Metal layers overlaid:
Bar = 20 um. Two of the layers only.
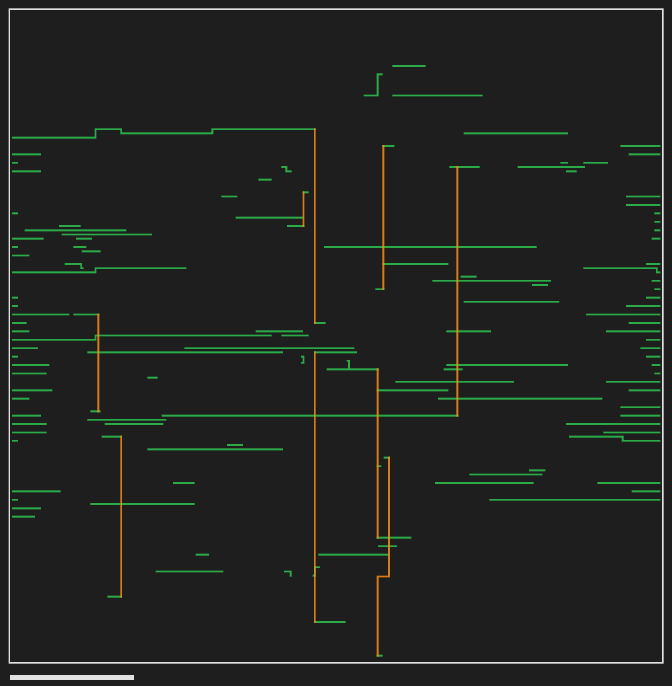
Routing congestion:
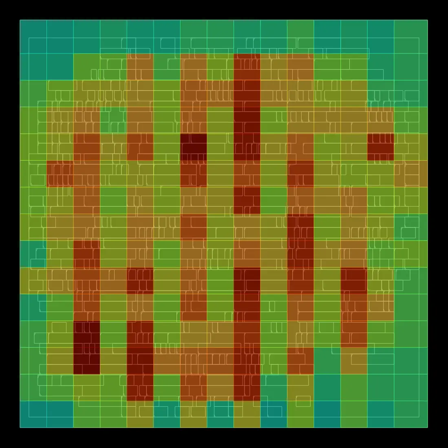
The metal 1 layer:
Bar = 20 um. Cells faint in the background.
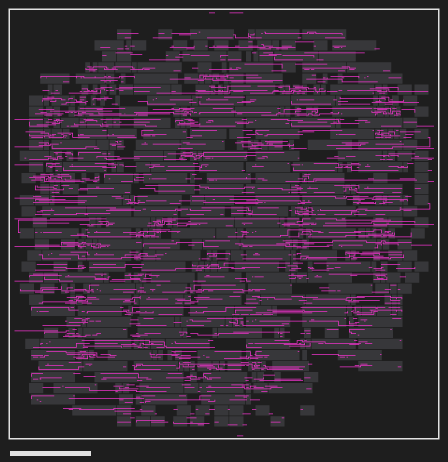
### src/rtl/stream_demux_1x2_pkg.sv
// Shared definitions for the memory-bus return path.
//
// The select encoding below is the one the bus-side 2:1 muxes use when they
// merge the fetch and data requesters, so a response steered by
// stream_demux_1x2 lands back at the requester that issued it.
//   SEL_OUT0 : fetch side (out0)
//   SEL_OUT1 : data side  (out1)
package stream_demux_1x2_pkg;

    localparam logic SEL_OUT0 = 1'b0;
    localparam logic SEL_OUT1 = 1'b1;

    localparam int NUM_OUTPUTS = 2;

    // Maps an output index to its select encoding.
    function automatic logic sel_of_output(input int idx);
        return (idx == 0) ? SEL_OUT0 : SEL_OUT1;
    endfunction

endpackage

### src/rtl/stream_demux_1x2_sync_fifo.sv
// sync_fifo: single-clock FIFO with registered pointers and occupancy count.
//
// Ports
//   clk    in   rising-edge clock
//   reset  in   synchronous active-high reset (empties the FIFO)
//   push   in   write wdata this edge (ignored when full)
//   wdata  in   WIDTH payload
//   pop    in   remove head this edge (ignored when empty)
//   rdata  out  head entry, forced to 0 while empty
//   full   out  count == DEPTH
//   empty  out  count == 0
//   count  out  occupancy, 0..DEPTH
//
// DEPTH must be a power of two >= 2 so the pointers wrap naturally.
// Full/empty derive from the count rather than a pointer compare, which
// keeps the pointers exactly log2(DEPTH) bits wide.
module sync_fifo #(
    parameter int WIDTH = 32,
    parameter int DEPTH = 2
) (
    input  logic                       clk,
    input  logic                       reset,
    input  logic                       push,
    input  logic [WIDTH-1:0]           wdata,
    input  logic                       pop,
    output logic [WIDTH-1:0]           rdata,
    output logic                       full,
    output logic                       empty,
    output logic [$clog2(DEPTH+1)-1:0] count
);

    localparam int AW = $clog2(DEPTH);
    localparam int CW = $clog2(DEPTH + 1);

    logic [WIDTH-1:0] mem_q [DEPTH];
    logic [AW-1:0]    wr_ptr_q, wr_ptr_d;
    logic [AW-1:0]    rd_ptr_q, rd_ptr_d;
    logic [CW-1:0]    count_q, count_d;

    logic do_push;
    logic do_pop;

    assign full    = (count_q == CW'(DEPTH));
    assign empty   = (count_q == '0);
    assign do_push = push && !full;
    assign do_pop  = pop && !empty;

    always_comb begin
        wr_ptr_d = wr_ptr_q;
        rd_ptr_d = rd_ptr_q;
        count_d  = count_q;
        if (do_push) begin
            wr_ptr_d = wr_ptr_q + AW'(1);
        end
        if (do_pop) begin
            rd_ptr_d = rd_ptr_q + AW'(1);
        end
        // Simultaneous push and pop leaves the occupancy unchanged.
        case ({do_push, do_pop})
            2'b10:   count_d = count_q + CW'(1);
            2'b01:   count_d = count_q - CW'(1);
            default: count_d = count_q;
        endcase
    end

    always_ff @(posedge clk) begin
        if (reset) begin
            wr_ptr_q <= '0;
            rd_ptr_q <= '0;
            count_q  <= '0;
        end else begin
            wr_ptr_q <= wr_ptr_d;
            rd_ptr_q <= rd_ptr_d;
            count_q  <= count_d;
        end
    end

    // Storage is not reset; stale entries are never visible because the
    // head is masked while the FIFO is empty.
    always_ff @(posedge clk) begin
        if (do_push) begin
            mem_q[wr_ptr_q] <= wdata;
        end
    end

    assign rdata = empty ? '0 : mem_q[rd_ptr_q];
    assign count = count_q;

endmodule

### src/rtl/stream_demux_1x2.sv
// stream_demux_1x2: routes one valid/ready stream to one of two outputs.
//
// Sits on the return path of the shared memory bus and hands each response
// back to its owner: in_sel=0 -> out0 (fetch), in_sel=1 -> out1 (data).
// Each output is buffered by its own sync_fifo so a stalled consumer only
// blocks beats headed for its own side.
//
// Ports
//   clk, reset                    clock, synchronous active-high reset
//   in_valid/in_ready/in_sel/in_data    input stream and destination select
//   out0_valid/out0_ready/out0_data     fetch-side output stream
//   out1_valid/out1_ready/out1_data     data-side output stream
//   out0_count/out1_count         per-output FIFO occupancy
module stream_demux_1x2
    import stream_demux_1x2_pkg::*;
#(
    parameter int WIDTH = 32,
    parameter int DEPTH = 2
) (
    input  logic                       clk,
    input  logic                       reset,
    input  logic                       in_valid,
    output logic                       in_ready,
    input  logic                       in_sel,
    input  logic [WIDTH-1:0]           in_data,
    output logic                       out0_valid,
    input  logic                       out0_ready,
    output logic [WIDTH-1:0]           out0_data,
    output logic                       out1_valid,
    input  logic                       out1_ready,
    output logic [WIDTH-1:0]           out1_data,
    output logic [$clog2(DEPTH+1)-1:0] out0_count,
    output logic [$clog2(DEPTH+1)-1:0] out1_count
);

    localparam int CW = $clog2(DEPTH + 1);

    logic [NUM_OUTPUTS-1:0] fifo_push;
    logic [NUM_OUTPUTS-1:0] fifo_pop;
    logic [NUM_OUTPUTS-1:0] fifo_full;
    logic [NUM_OUTPUTS-1:0] fifo_empty;
    logic [NUM_OUTPUTS-1:0] out_ready;
    logic [WIDTH-1:0]       fifo_rdata [NUM_OUTPUTS];
    logic [CW-1:0]          fifo_count [NUM_OUTPUTS];

    logic target_full;
    logic in_fire;

    // in_ready only looks at registered FIFO state and in_sel; a pop in the
    // same cycle does not open the input, which keeps out*_ready off the
    // in_ready path.
    assign target_full = (in_sel == SEL_OUT1) ? fifo_full[1] : fifo_full[0];
    assign in_ready    = !reset && !target_full;
    // Gating by in_valid first keeps an undriven in_sel on idle cycles
    // from reaching either FIFO's push.
    assign in_fire     = in_valid && in_ready;

    assign out_ready = {out1_ready, out0_ready};

    for (genvar gi = 0; gi < NUM_OUTPUTS; gi++) begin : g_out
        assign fifo_push[gi] = in_fire && (in_sel == sel_of_output(gi));
        assign fifo_pop[gi]  = out_ready[gi] && !fifo_empty[gi];

        sync_fifo #(
            .WIDTH (WIDTH),
            .DEPTH (DEPTH)
        ) u_fifo (
            .clk   (clk),
            .reset (reset),
            .push  (fifo_push[gi]),
            .wdata (in_data),
            .pop   (fifo_pop[gi]),
            .rdata (fifo_rdata[gi]),
            .full  (fifo_full[gi]),
            .empty (fifo_empty[gi]),
            .count (fifo_count[gi])
        );
    end

    assign out0_valid = !fifo_empty[0];
    assign out0_data  = fifo_rdata[0];
    assign out0_count = fifo_count[0];
    assign out1_valid = !fifo_empty[1];
    assign out1_data  = fifo_rdata[1];
    assign out1_count = fifo_count[1];

endmodule

### config.mk
export PLATFORM = sky130hd
export DESIGN_NAME = stream_demux_1x2
export DESIGN_NICKNAME = d
export VERILOG_FILES = /design/src/rtl/stream_demux_1x2_pkg.sv /design/src/rtl/stream_demux_1x2_sync_fifo.sv /design/src/rtl/stream_demux_1x2.sv
export SDC_FILE = /design/constraint.sdc
export NUM_CORES = 1
export LEC_CHECK = 0
export ABC_AREA = 1
export CAP_MARGIN = 10
export CORE_MARGIN = 2
export CORE_UTILIZATION = 51
export DETAILED_ROUTE_END_ITERATION = 6
export HOLD_SLACK_MARGIN = 0.08
export PLACE_DENSITY = 0.91
export SYNTH_ARGS = -nofsm -noshare
export SYNTH_HDL_FRONTEND = slang
export SYNTH_SLANG_ARGS = --single-unit
### constraint.sdc
create_clock -name clk -period 3.5 [get_ports clk]
set_input_delay 0.525 -clock clk [delete_from_list [all_inputs] [get_ports clk]]
set_output_delay 0.525 -clock clk [all_outputs]
set_load 0.005 [all_outputs]
==> out/results.txt <==
crit end category - primary output
CTS tree - yes
clock-pin slew on the worst setup and hold paths - 0.06 ns
Residual DRC - 0
initial antenna violation count - 0
Worst Setup Start Kind - register
final worst path period share - 0.892
# Cells Yosys - 407
YS chip area - 5230 sq um
most frequent logic cell in the layout - nand2_1
CP max stage cell - clkdlybuf4s50_1
number of logged tool warnings - 26
row count - 36
global-route wire length before repair - 19.6 mm
setup bufs post-CTS - 0
Routed Antenna Nets - 0
crit path DAT - 2.60 ns
final critical-path required period - 3.12 ns
P_leak - 2.51 nW
top sig layer - met4
routed vias/inst - 5.45
DRT iter0 DRCs - 266
TritonCTS buffer count - 17
worst setup margin - 0.378 ns
met3 WL - 983 um
status - finished clean
Max Freq - 320 MHz
drt wl/cell - 19.1 um
tally of yosys warning messages - 0
WS Path Type - register to primary output
mean post-synth cell area - 12.8 sq um
WL met2 - 6.66 mm
critical path's largest stage delay - 0.56 ns
Data required, critical path - 2.97 ns
cell area power density - 621 nW/um^2
Ports - 109
## Picture notes: 'metal layers overlaid'
Key: met4 = orange [wire length 246 um]; met3 = green [wire length 984 um]

## Picture notes: 'routing congestion'
Tot GR Track Use: 0.237
final cell utilization of the core: 0.721

## Picture notes: 'the metal 1 layer'
501 nets have wire on it. The layer carries 4810 um of wire. The wires run mostly horizontal. The longest straight run is 35.2 um.

[final cells by class]
class / count / area (sq um) / share of cell area
clock buffers: 17 / 414 / 0.0582
clock inverters: 14 / 244 / 0.0343
inverters: 15 / 56.3 / 0.00792
multi-input cells: 234 / 1060 / 0.148
flip-flops and latches: 138 / 4040 / 0.569
well taps: 133 / 166 / 0.0234
repair buffers: 113 / 1130 / 0.159
[cells in the mapped netlist]
master,instances
nand3_1,3
a21oi_1,75
buf_2,20
nand2_1,134
ha_1,2
dfxtp_1,10
edfxtp_1,128
o21ai_1,3
inv_2,8
inv_1,7
and3_1,1
o21ai_0,4
nand3_2,1
nor2_1,6
nor2_2,3
nor3_1,1
nand4_2,1
[power by group]
part	leakage, nW	total, mW	internal (mW)	switching, mW
sequential	1.24	1.89	1.85	0.0348
combinational	0.949	0.550	0.264	0.286
clock	0.316	1.98	1.30	0.679
total	2.51	4.42	3.42	1.00
[sequential cells by signal (all words and copies together) (netlist names), named ones only]
name / count
g_out.u_fifo.mem_q: 128
g_out.u_fifo.count: 4
g_out.u_fifo.rd_ptr_q: 2
g_out.u_fifo.wr_ptr_q: 2
[logic make-up after synthesis]
logic type	Yosys count	synth area share
buffers and inverters	35	0.0299
AND-OR/OR-AND	82	0.0785
flip-flops	138	0.773
AND/OR/NAND/NOR	150	0.113
adder cells (fa/ha/maj)	2	0.00479
[metal layers]
metal | up-vias | track usage
met2 | 194 | 0.401
li1 | 1658 | -
met3 | 21 | 0.0693
met4 | 0 | 0.117
met1 | 1747 | 0.275
met5 | - | 0
[path summary, 6_finish.rpt]
check	end	slack, ns	depth (start not counted)
worst min-delay path	g_out[1].u_fifo.rd_ptr_q	0.47	1
worst max register to register	g_out[0].u_fifo.mem_q[0][16]	1.34	7
worst min register to register	g_out[1].u_fifo.rd_ptr_q	0.47	1
worst max-delay path	out1_data[19]	0.38	4
[critical path, delay by kind of cell, from the launching register on]
family / cells / cell delay [ns]
compound gates: 1 / 0.30
buf+inv: 2 / 1.11
flops: 1 / 0.50
simple gates: 1 / 0.16
[per-stage QoR]
stage / instance area, sq um / total power [mW] / utilization
finish: 7110 / 4.42 / 0.721
global route: 7110 / 4.55 / 0.721
CTS: 7110 / 4.44 / 0.721
detailed placement: 6450 / 2.46 / 0.654
global placement: 6450 / 2.44 / 0.654
floorplan: 5230 / 2.13 / -
Power is estimated from default activity; no workload was simulated.
